[src/rtl/fetch_stage.sv]
// Instruction-fetch stage with IF/ID pipeline register for the 5-stage RV32I core.
// Owns the PC and handles stall, branch flush and the HALT pseudo-instruction.
module fetch_stage #(
    parameter logic [31:0] RESET_PC = 32'h0000_0000,
    parameter int unsigned CNT_W    = 32
) (
    input  logic             clk,
    input  logic             reset_n,
    input  logic             stall,
    input  logic             branch_taken,
    input  logic [31:0]      branch_target,
    input  logic             halt,
    output logic [31:0]      imem_addr,
    input  logic [31:0]      imem_rdata,
    output logic [31:0]      ifid_pc,
    output logic [31:0]      ifid_instr,
    output logic             ifid_valid,
    output logic             halted,
    output logic [CNT_W-1:0] fetch_count
);

    localparam logic [31:0] NOP = 32'h0000_0013;

    typedef enum logic {
        S_RUN,
        S_HALTED
    } state_t;

    state_t           r_state;
    state_t           w_state_next;
    logic [31:0]      r_pc;
    logic [31:0]      r_ifid_pc;
    logic [31:0]      r_ifid_instr;
    logic             r_ifid_valid;
    logic [CNT_W-1:0] r_fetch_count;

    logic w_run;
    logic w_redirect;
    logic w_halt_take;
    logic w_fetch;

    always_ff @(posedge clk or negedge reset_n) begin
        if (!reset_n) begin
            r_state <= S_RUN;
        end else begin
            r_state <= w_state_next;
        end
    end

    // Priority: branch (older instruction) > halt of a valid ID instruction > stall > fetch.
    always_comb begin
        w_run        = (r_state == S_RUN);
        w_redirect   = w_run & branch_taken;
        w_halt_take  = w_run & ~branch_taken & halt & r_ifid_valid;
        w_fetch      = w_run & ~branch_taken & ~w_halt_take & ~stall;
        w_state_next = r_state;
        if (w_halt_take) begin
            w_state_next = S_HALTED;
        end
    end

    always_ff @(posedge clk or negedge reset_n) begin
        if (!reset_n) begin
            r_pc          <= RESET_PC;
            r_ifid_pc     <= '0;
            r_ifid_instr  <= NOP;
            r_ifid_valid  <= 1'b0;
            r_fetch_count <= '0;
        end else if (w_redirect) begin
            r_pc         <= branch_target & ~32'h3;
            r_ifid_pc    <= '0;
            r_ifid_instr <= NOP;
            r_ifid_valid <= 1'b0;
        end else if (w_halt_take) begin
            r_ifid_instr <= NOP;
            r_ifid_valid <= 1'b0;
        end else if (w_fetch) begin
            r_pc         <= r_pc + 32'd4;
            r_ifid_pc    <= r_pc;
            r_ifid_instr <= imem_rdata;
            r_ifid_valid <= 1'b1;
            if (r_fetch_count != '1) begin
                r_fetch_count <= r_fetch_count + CNT_W'(1);
            end
        end
    end

    assign imem_addr   = r_pc;
    assign ifid_pc     = r_ifid_pc;
    assign ifid_instr  = r_ifid_instr;
    assign ifid_valid  = r_ifid_valid;
    assign halted      = (r_state == S_HALTED);
    assign fetch_count = r_fetch_count;

endmodule
[config.mk]
export PLATFORM = sky130hd
export DESIGN_NAME = fetch_stage
export DESIGN_NICKNAME = d
export VERILOG_FILES = /design/src/rtl/fetch_stage.sv
export SDC_FILE = /design/constraint.sdc
export NUM_CORES = 1
export LEC_CHECK = 0
export CORE_ASPECT_RATIO = 0.75
export CORE_MARGIN = 2
export CORE_UTILIZATION = 39
export DETAILED_ROUTE_END_ITERATION = 12
export GPL_TIMING_DRIVEN = 0
export PLACE_DENSITY = 0.71
export SLEW_MARGIN = 10
export SYNTH_ARGS = -nofsm -noshare
export SYNTH_HDL_FRONTEND = slang
export SYNTH_SLANG_ARGS = --single-unit
[constraint.sdc]
create_clock -name clk -period 4.05 [get_ports clk]
set_input_delay 0.405 -clock clk [delete_from_list [all_inputs] [get_ports clk]]
set_output_delay 0.405 -clock clk [all_outputs]
set_load 0.03 [all_outputs]
Figure 1. Sequential cells coloured by netlist name (run 1).
(3 px per um) Other sequential cells in the stronger grey, the rest of the logic in the fainter grey.
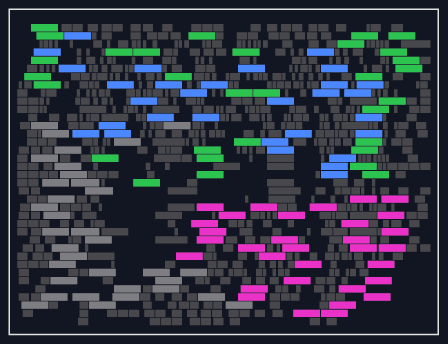
- blue: `imem_addr` (placed flops 30)
- green: `ifid_pc` (placed flops 31)
- magenta: `fetch_count` (placed flops 32)

Figure 2. Selected gate families (run 1).
(3 px per um)
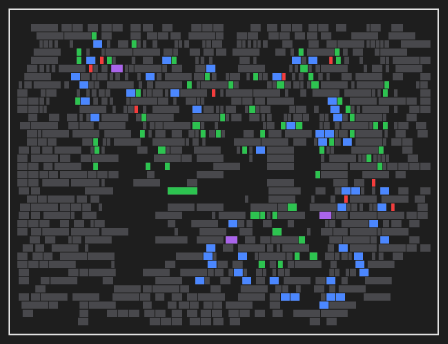
- red: inverters (cells 9; most used inv_1)
- purple: multiplexers (cells 3; most used mux2_2)
- blue: XOR/XNOR gates (cells 50; most used xnor2_1; where all over the die)
- green: inverting AOI/OAI gates (cells 61; most used o21ai_0)

==> flow_metrics.env, run 1 <==
# physical design summary
export IMPL_outcome="complete, no violations"
export IMPL_clock_sinks=127
export IMPL_slew_violations=0
export IMPL_simple_gate_area_frac=0.197
export IMPL_die_size_x_um=143
export IMPL_vias=5047
export IMPL_start_kind="input pin"
export IMPL_top_power_group="combinational logic"
export IMPL_fp_coreArea_um2=13900
export IMPL_place_gp_congestion=0.869
export IMPL_max_slew_worst_pin_slew_ns=0.701
export IMPL_cts_hold_fix_buffers=1
export IMPL_p_seq_mw=2.09
export IMPL_clock_path_buffers=2
export IMPL_first_global_vias=4962
export IMPL_p_int_mw=3.78
export IMPL_finalNonFillerCells=950
export IMPL_placed_cells=917
export IMPL_register_bit_count_reported_by_yosys=127
export IMPL_critPathMaxFanout=10
export IMPL_pin_count=199
export IMPL_post_route_drc_violation_count=0
export IMPL_track_usage=0.225
export IMPL_gr_total_overflow=0
export IMPL_clock_tree_root_cell="sky130_fd_sc_hd__clkbuf_16"
export IMPL_post_cts_repair_setup_buffers=0
export IMPL_p_clk_frac=0.257
export IMPL_yosysCellCount=546
export IMPL_wl_mm=17.1
export IMPL_grt_antenna_before_repair=0
export IMPL_worstHoldPathType="flop to flop"
export IMPL_place_detailed_hpwl_mm=12.6
export IMPL_insertedDiodeCount=0
export IMPL_ys_flop_type="sky130_fd_sc_hd__dfrtp_1"
export IMPL_detail_route_wirelength_met1_mm=7.85
export IMPL_fin_skew_ns=0.0103
export IMPL_post_synth_cell_area_avg_um2=10.3
export IMPL_mostFrequentLayoutCells="sky130_fd_sc_hd__clkdlybuf4s50_1 (193), sky130_fd_sc_hd__dfrtp_1 (124), sky130_fd_sc_hd__nand2_1 (99), sky130_fd_sc_hd__nand3_1 (35), sky130_fd_sc_hd__xnor2_1 (35)"
export IMPL_critPathSlowestCell="sky130_fd_sc_hd__a2111oi_4"
export IMPL_slew_headroom=0.533
export IMPL_drtPass1Iterations=6
export IMPL_power_per_cell_area_nw_per_um2=727
export IMPL_synthDistinctLibCells=41
export IMPL_port_buffers=194
export IMPL_post_route_min_period_ns=2.82
export IMPL_post_route_period_util=0.697
export IMPL_endpoint_kind="flop"
export IMPL_highest_ir_drop_seen_on_vdd_mv=0.451
export IMPL_avgViaCountPerCell=5.31
export IMPL_synth_cell_area_um2=5610
export IMPL_clkSlewWorstSetupHoldPaths_ns=0.06
export IMPL_final_common_cell="sky130_fd_sc_hd__clkdlybuf4s50_1"
export IMPL_post_cts_resize_count=0
export IMPL_die_area_um2=15400
export IMPL_critical_path_arrival_ns=3.13
export IMPL_synth_yosys_warnings=0
export IMPL_power_clock_mw=1.58
export IMPL_dieHeight_um=108
export IMPL_netlist_top_cells_area="sky130_fd_sc_hd__dfrtp_1 (55%), sky130_fd_sc_hd__nand2_1 (6.6%), sky130_fd_sc_hd__xnor2_1 (5.5%), sky130_fd_sc_hd__a22o_1 (4.5%), sky130_fd_sc_hd__nand3_1 (3.1%)"
export IMPL_detailroute_wirelength_met3_mm=1.12
export IMPL_ys_seq_share=0.567
export IMPL_critical_path_cell_chain="clkdlybuf4s50_1, a2111oi_4, clkbuf_1, clkbuf_1, nand2_1, a31oi_1"
export IMPL_synth_most_common_cell="sky130_fd_sc_hd__dfrtp_1"
export IMPL_yosys_dominant_comb_family="simple AND/OR/NAND/NOR gates"
export IMPL_ys_sh_xor=0.0780
export IMPL_setup_violations_final=0
export IMPL_final_total_pwr_mw=6.13
export IMPL_synth_area_leader_cell="sky130_fd_sc_hd__dfrtp_1"
export IMPL_placement_row_count=37
export IMPL_postSynth_asyncResetShare=1.00
export IMPL_maxCapViolCount=0
export IMPL_pg_comb_mw=2.46
export IMPL_top_cells_by_count="sky130_fd_sc_hd__dfrtp_1 (124), sky130_fd_sc_hd__nand2_1 (99), sky130_fd_sc_hd__nand3_1 (35), sky130_fd_sc_hd__xnor2_1 (35), sky130_fd_sc_hd__a22o_1 (29)"
export IMPL_grt_pass1_wl_mm=26.9
export IMPL_worst_skew_pair_later_pin_latency_ns=0.40
export IMPL_hold_viol_final=0
export IMPL_power_switching_mw=2.35
export IMPL_critPathMaxStageDelay_ns=0.69
export IMPL_cp_required_ns=4.36
export IMPL_post_synth_top_area_fraction=0.553
export IMPL_hold_slack_ns=0.500
export IMPL_placement_cell_area_um2=7810
export IMPL_sequential_cell_fraction_of_total_power=0.341
export IMPL_initial_utilization=0.404
export IMPL_openroad_warnings=28
export IMPL_post_synth_fa_ha_maj_area_fraction=0.00446
export IMPL_dpl_worst_slack_ns=0.816
export IMPL_edf_count=0
export IMPL_comb_power_share=0.402
export IMPL_power_share_switching=0.384
export IMPL_yosys_mux_area_fraction=0.00602
export IMPL_cpMostUsedCell="sky130_fd_sc_hd__clkbuf_1"
export IMPL_detailedRoute_firstIterationViolations=389
export IMPL_maxUsedRoutingLayer="met4"
export IMPL_final_area_um2=8440
export IMPL_layout_area_growth_over_synthesis_pct=50.3
export IMPL_cts_buffers=17
export IMPL_cts_htree_levels=4
export IMPL_power_leakage_nw=3.53
export IMPL_tritoncts="done"
export IMPL_setup_total_negative_slack_ns=0
export IMPL_final_nets=833
export IMPL_setup_repair_after_global_routing_missed_its_margin="no"
export IMPL_synthAoiAreaFrac=0.119
export IMPL_drive_gt1_frac=0.0645
export IMPL_fin_ws_ns=1.23
export IMPL_dr_wl_met2_mm=7.83
export IMPL_synth_chip_area_um2=5610
export IMPL_synthCells=546
export IMPL_antenna_violating_nets_post_route=0
export IMPL_max_freq_ghz=0.354
export IMPL_grt_start_max_net_pins=72
export IMPL_timing_setup_critical_path_class="input pin to flop"
Figure 3. Layout detail (run 1).
Region (51, 56) to (91, 96) um. Cells in grey, sequential cells in the stronger grey; small squares are vias.
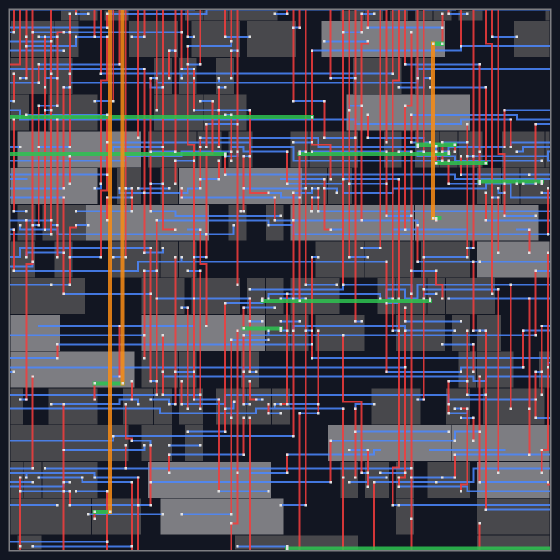
- blue: metal 1
- orange: metal 4
- green: metal 3
- red: metal 2
- sequential cells in the window: 16
- most frequent: clkdlybuf4s50_1 (21), nand2_1 (17), dfrtp_1 (16)
- netlist names of flops here include: `imem_addr` (8), `ifid_pc` (7)
- cells with their middle in the window: 107

Figure 4. Congestion heat map (run 1).
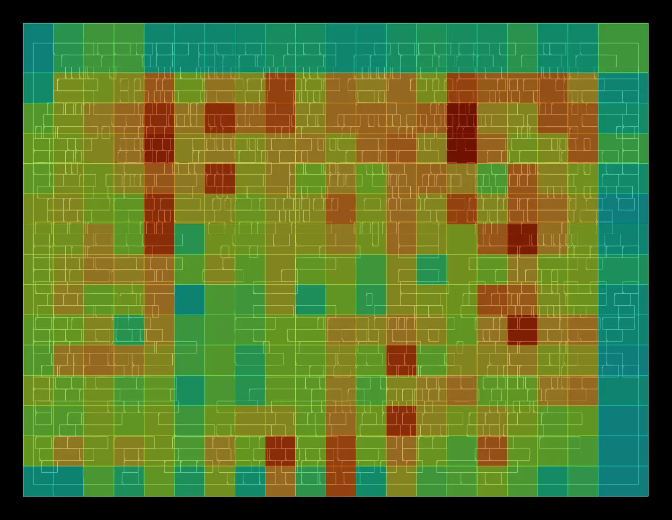
met2 usage: 0.337
Global Route met1 Usage: 0.325
average wire per cell in the routed design: 18.0 um
final core utilization: 0.607
gr busiest metal: met2

-- run 1: final timing paths --
check                                             start                   endpoint  slack (ns)  cells after the start
min in group asynchronous                       reset_n     ifid_pc[3]$_DFFE_PN0P_        0.54                      2
worst max-delay path                              stall   imem_addr[3]$_DFFE_PN0P_        1.23                      6
max in group asynchronous                       reset_n  ifid_instr[0]$_DFFE_PN1P_        2.74                      3
worst max register to register   ifid_valid$_DFFE_PN0P_   imem_addr[3]$_DFFE_PN0P_        1.25                      5
worst min register to register  ifid_pc[19]$_DFFE_PN0P_    ifid_pc[19]$_DFFE_PN0P_        0.50                      2
worst min-delay path            ifid_pc[19]$_DFFE_PN0P_    ifid_pc[19]$_DFFE_PN0P_        0.50                      2
-- run 1: critical path, delay by kind of cell --
kind            cells  cell delay (ns)
simple gates        1             0.12
buf+inv             3             1.69
compound gates      2             0.90
-- run 1: flip-flops by register name, summed over array words and instances (netlist names) --
register and cells:
fetch_count 32, ifid_instr 32, ifid_pc 31, imem_addr 30, halted 1, ifid_valid 1
-- run 1: area by class of cell --
| class | instances | area [um^2] |
|---|---|---|
| clock inverter | 9 | 131 |
| inverter | 9 | 33.8 |
| timing repair buffer | 196 | 1980 |
| tap | 175 | 219 |
| multi-input combinational | 381 | 2280 |
| clock buffer | 23 | 488 |
| fill | 1130 | 5450 |
| buffer | 30 | 124 |
| sequential | 127 | 3180 |
-- run 1: metal layers --
metal / track usage / vias up
met1: 0.325 / 2481
met4: 0.0622 / 0
li1: - / 2349
met3: 0.0605 / 23
met2: 0.337 / 194
met5: 0 / -
==> run 2: changes to the inputs <==
==> constraint.sdc (replaced) <==
create_clock -name clk -period 2.6 [get_ports clk]
set_input_delay 0.26 -clock clk [delete_from_list [all_inputs] [get_ports clk]]
set_output_delay 0.26 -clock clk [all_outputs]
set_load 0.03 [all_outputs]
Figure 5. Congestion heat map (run 2).
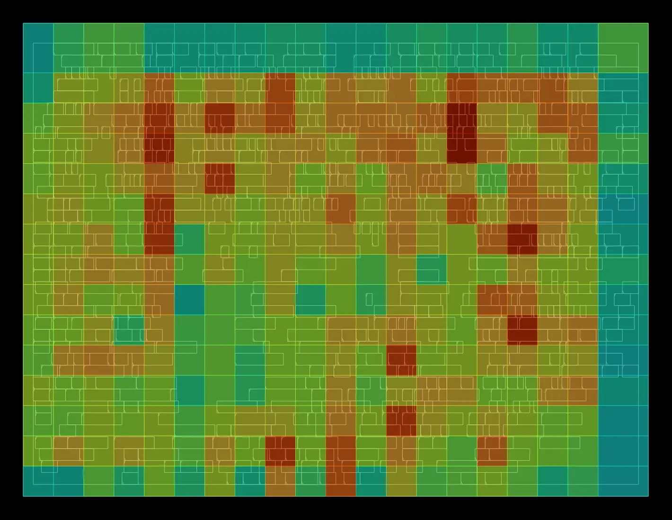
GRT met3 Usage: 0.0605
global-route usage over all layers: 0.225
final core utilization: 0.609

==> run 2 against run 1 <==
Effect of this change:
- setup slack lost 0.90 ns
- highest routed layer unchanged
- design area up 0.19%
- core utilization increased by 0.12 points
- first-iteration DRC count shrank 11%
==> flow_metrics.env, run 2 <==
# physical design summary
export IMPL_cpMostUsedCell="sky130_fd_sc_hd__nand4_1"
export IMPL_cts_buffers=17
export IMPL_final_total_pwr_mw=9.56
export IMPL_antenna_violating_nets_post_route=0
export IMPL_vias=5027
export IMPL_placement_row_count=37
export IMPL_synth_chip_area_um2=5610
export IMPL_critPathSlowestCell="sky130_fd_sc_hd__nor4_2"
export IMPL_mostFrequentLayoutCells="sky130_fd_sc_hd__clkdlybuf4s50_1 (193), sky130_fd_sc_hd__dfrtp_1 (124), sky130_fd_sc_hd__nand2_1 (99), sky130_fd_sc_hd__nand3_1 (35), sky130_fd_sc_hd__xnor2_1 (35)"
export IMPL_synth_cell_area_um2=5610
export IMPL_post_route_min_period_ns=2.27
export IMPL_layout_area_growth_over_synthesis_pct=50.6
export IMPL_post_synth_cell_area_avg_um2=10.3
export IMPL_avgViaCountPerCell=5.29
export IMPL_critical_path_arrival_ns=2.55
export IMPL_post_synth_fa_ha_maj_area_fraction=0.00446
export IMPL_filler_cell_count=1131
export IMPL_initial_utilization=0.404
export IMPL_fp_coreArea_um2=13900
export IMPL_synthAoiAreaFrac=0.119
export IMPL_final_nets=834
export IMPL_sequential_cell_fraction_of_total_power=0.341
export IMPL_tritoncts="done"
export IMPL_yosys_mux_area_fraction=0.00602
export IMPL_ys_seq_share=0.567
export IMPL_worst_skew_pair_later_pin_latency_ns=0.40
export IMPL_clock_sinks=127
export IMPL_groute_layer_met2_usage=0.337
export IMPL_timing_setup_critical_path_class="flop to flop"
export IMPL_setup_violations_final=0
export IMPL_drtPass1Iterations=6
export IMPL_critPathMaxFanout=7
export IMPL_top_cells_by_count="sky130_fd_sc_hd__dfrtp_1 (124), sky130_fd_sc_hd__nand2_1 (99), sky130_fd_sc_hd__nand3_1 (35), sky130_fd_sc_hd__xnor2_1 (35), sky130_fd_sc_hd__a22o_1 (29)"
export IMPL_post_route_drc_violation_count=0
export IMPL_yosysCellCount=546
export IMPL_wl_mm=17.1
export IMPL_synth_most_common_cell="sky130_fd_sc_hd__dfrtp_1"
export IMPL_finalNonFillerCells=951
export IMPL_simple_gate_area_frac=0.197
export IMPL_detailroute_wirelength_met3_mm=1.18
export IMPL_synth_yosys_warnings=0
export IMPL_synthDistinctLibCells=41
export IMPL_power_switching_mw=3.67
export IMPL_critPathMaxStageDelay_ns=0.62
export IMPL_grt_antenna_before_repair=0
export IMPL_slew_violations=0
export IMPL_clkSlewWorstSetupHoldPaths_ns=0.06
export IMPL_drive_gt1_frac=0.0696
export IMPL_critPathBufInv=0
export IMPL_post_synth_top_area_fraction=0.553
export IMPL_cp_required_ns=2.88
export IMPL_routedWlPerCell_um=18.0
export IMPL_detail_route_wirelength_met1_mm=7.82
export IMPL_die_area_um2=15400
export IMPL_use_met1=0.325
export IMPL_clock_path_buffers=2
export IMPL_hold_slack_ns=0.395
export IMPL_cts_htree_levels=4
export IMPL_grt_start_max_net_pins=72
export IMPL_port_buffers=194
export IMPL_endpoint_kind="flop"
export IMPL_highest_ir_drop_seen_on_vdd_mv=0.705
export IMPL_dieHeight_um=108
export IMPL_fin_skew_ns=0.0110
export IMPL_first_global_vias=4962
export IMPL_yosys_dominant_comb_family="simple AND/OR/NAND/NOR gates"
export IMPL_grt_busiest_layer="met2"
export IMPL_final_common_cell="sky130_fd_sc_hd__clkdlybuf4s50_1"
export IMPL_register_bit_count_reported_by_yosys=127
export IMPL_edf_count=0
export IMPL_maxUsedRoutingLayer="met4"
export IMPL_outcome="complete, no violations"
export IMPL_detailedRoute_firstIterationViolations=347
export IMPL_gr_total_overflow=0
export IMPL_post_route_period_util=0.875
export IMPL_comb_power_share=0.402
export IMPL_maxCapViolCount=0
run 2: cell counts after synthesis:
No cell type changed its count.
run 2: what timing repair did:
item	in CTS	in global routing
setup endpoints to repair	12	33
hold buffers	1	0
resized	2	1
pin swaps	0	1
buffers inserted	0	1
hold endpoints to repair	56	0
run 2: worst paths after layout:
check	depth (start not counted)	startpoint	endpoint	slack (ns)
setup / recovery	5	fetch_count[24]$_DFFE_PN0P_	fetch_count[1]$_DFFE_PN0P_	0.33
hold / removal	2	reset_n	ifid_pc[3]$_DFFE_PN0P_	0.39
setup reg to reg	5	fetch_count[24]$_DFFE_PN0P_	fetch_count[1]$_DFFE_PN0P_	0.33
hold reg to reg	2	ifid_pc[19]$_DFFE_PN0P_	ifid_pc[19]$_DFFE_PN0P_	0.50
max in group asynchronous	3	reset_n	ifid_instr[0]$_DFFE_PN1P_	1.44
min in group clk	3	branch_target[18]	imem_addr[18]$_DFFE_PN0P_	0.42
run 2: area by class of cell:
class                      count  area [um^2]  area share
sequential                   127         3180       0.376
multi-input combinational    381         2280       0.270
timing repair buffer         197         1990       0.235
clock buffer                  23          488      0.0577
tap                          175          219      0.0259
clock inverter                 9          131      0.0155
buffer                        30          126      0.0149
inverter                       9         33.8     0.00400
run 2: power groups by stage:
stage          sequential, mW  combinational, mW  clock [mW]
2_1_floorplan            4.42              0.852           0
3_3_place_gp             3.24               3.78           0
3_5_place_dp             3.26               3.85           0
4_1_cts                  3.25               3.87        2.50
5_1_grt                  3.36               4.06        2.61
6_report                 3.26               3.84        2.46
run 2: per-stage QoR:
stage	worst slack, ns	util	area (um^2)
6_report	0.326	0.609	8450
5_1_grt	0.223	0.609	8450
4_1_cts	0.0420	0.608	8440
3_5_place_dp	-0.489	0.562	7810
3_3_place_gp	-3.63	0.560	7780
2_1_floorplan	0.412	-	5620
Power is estimated from default activity; no workload was simulated.
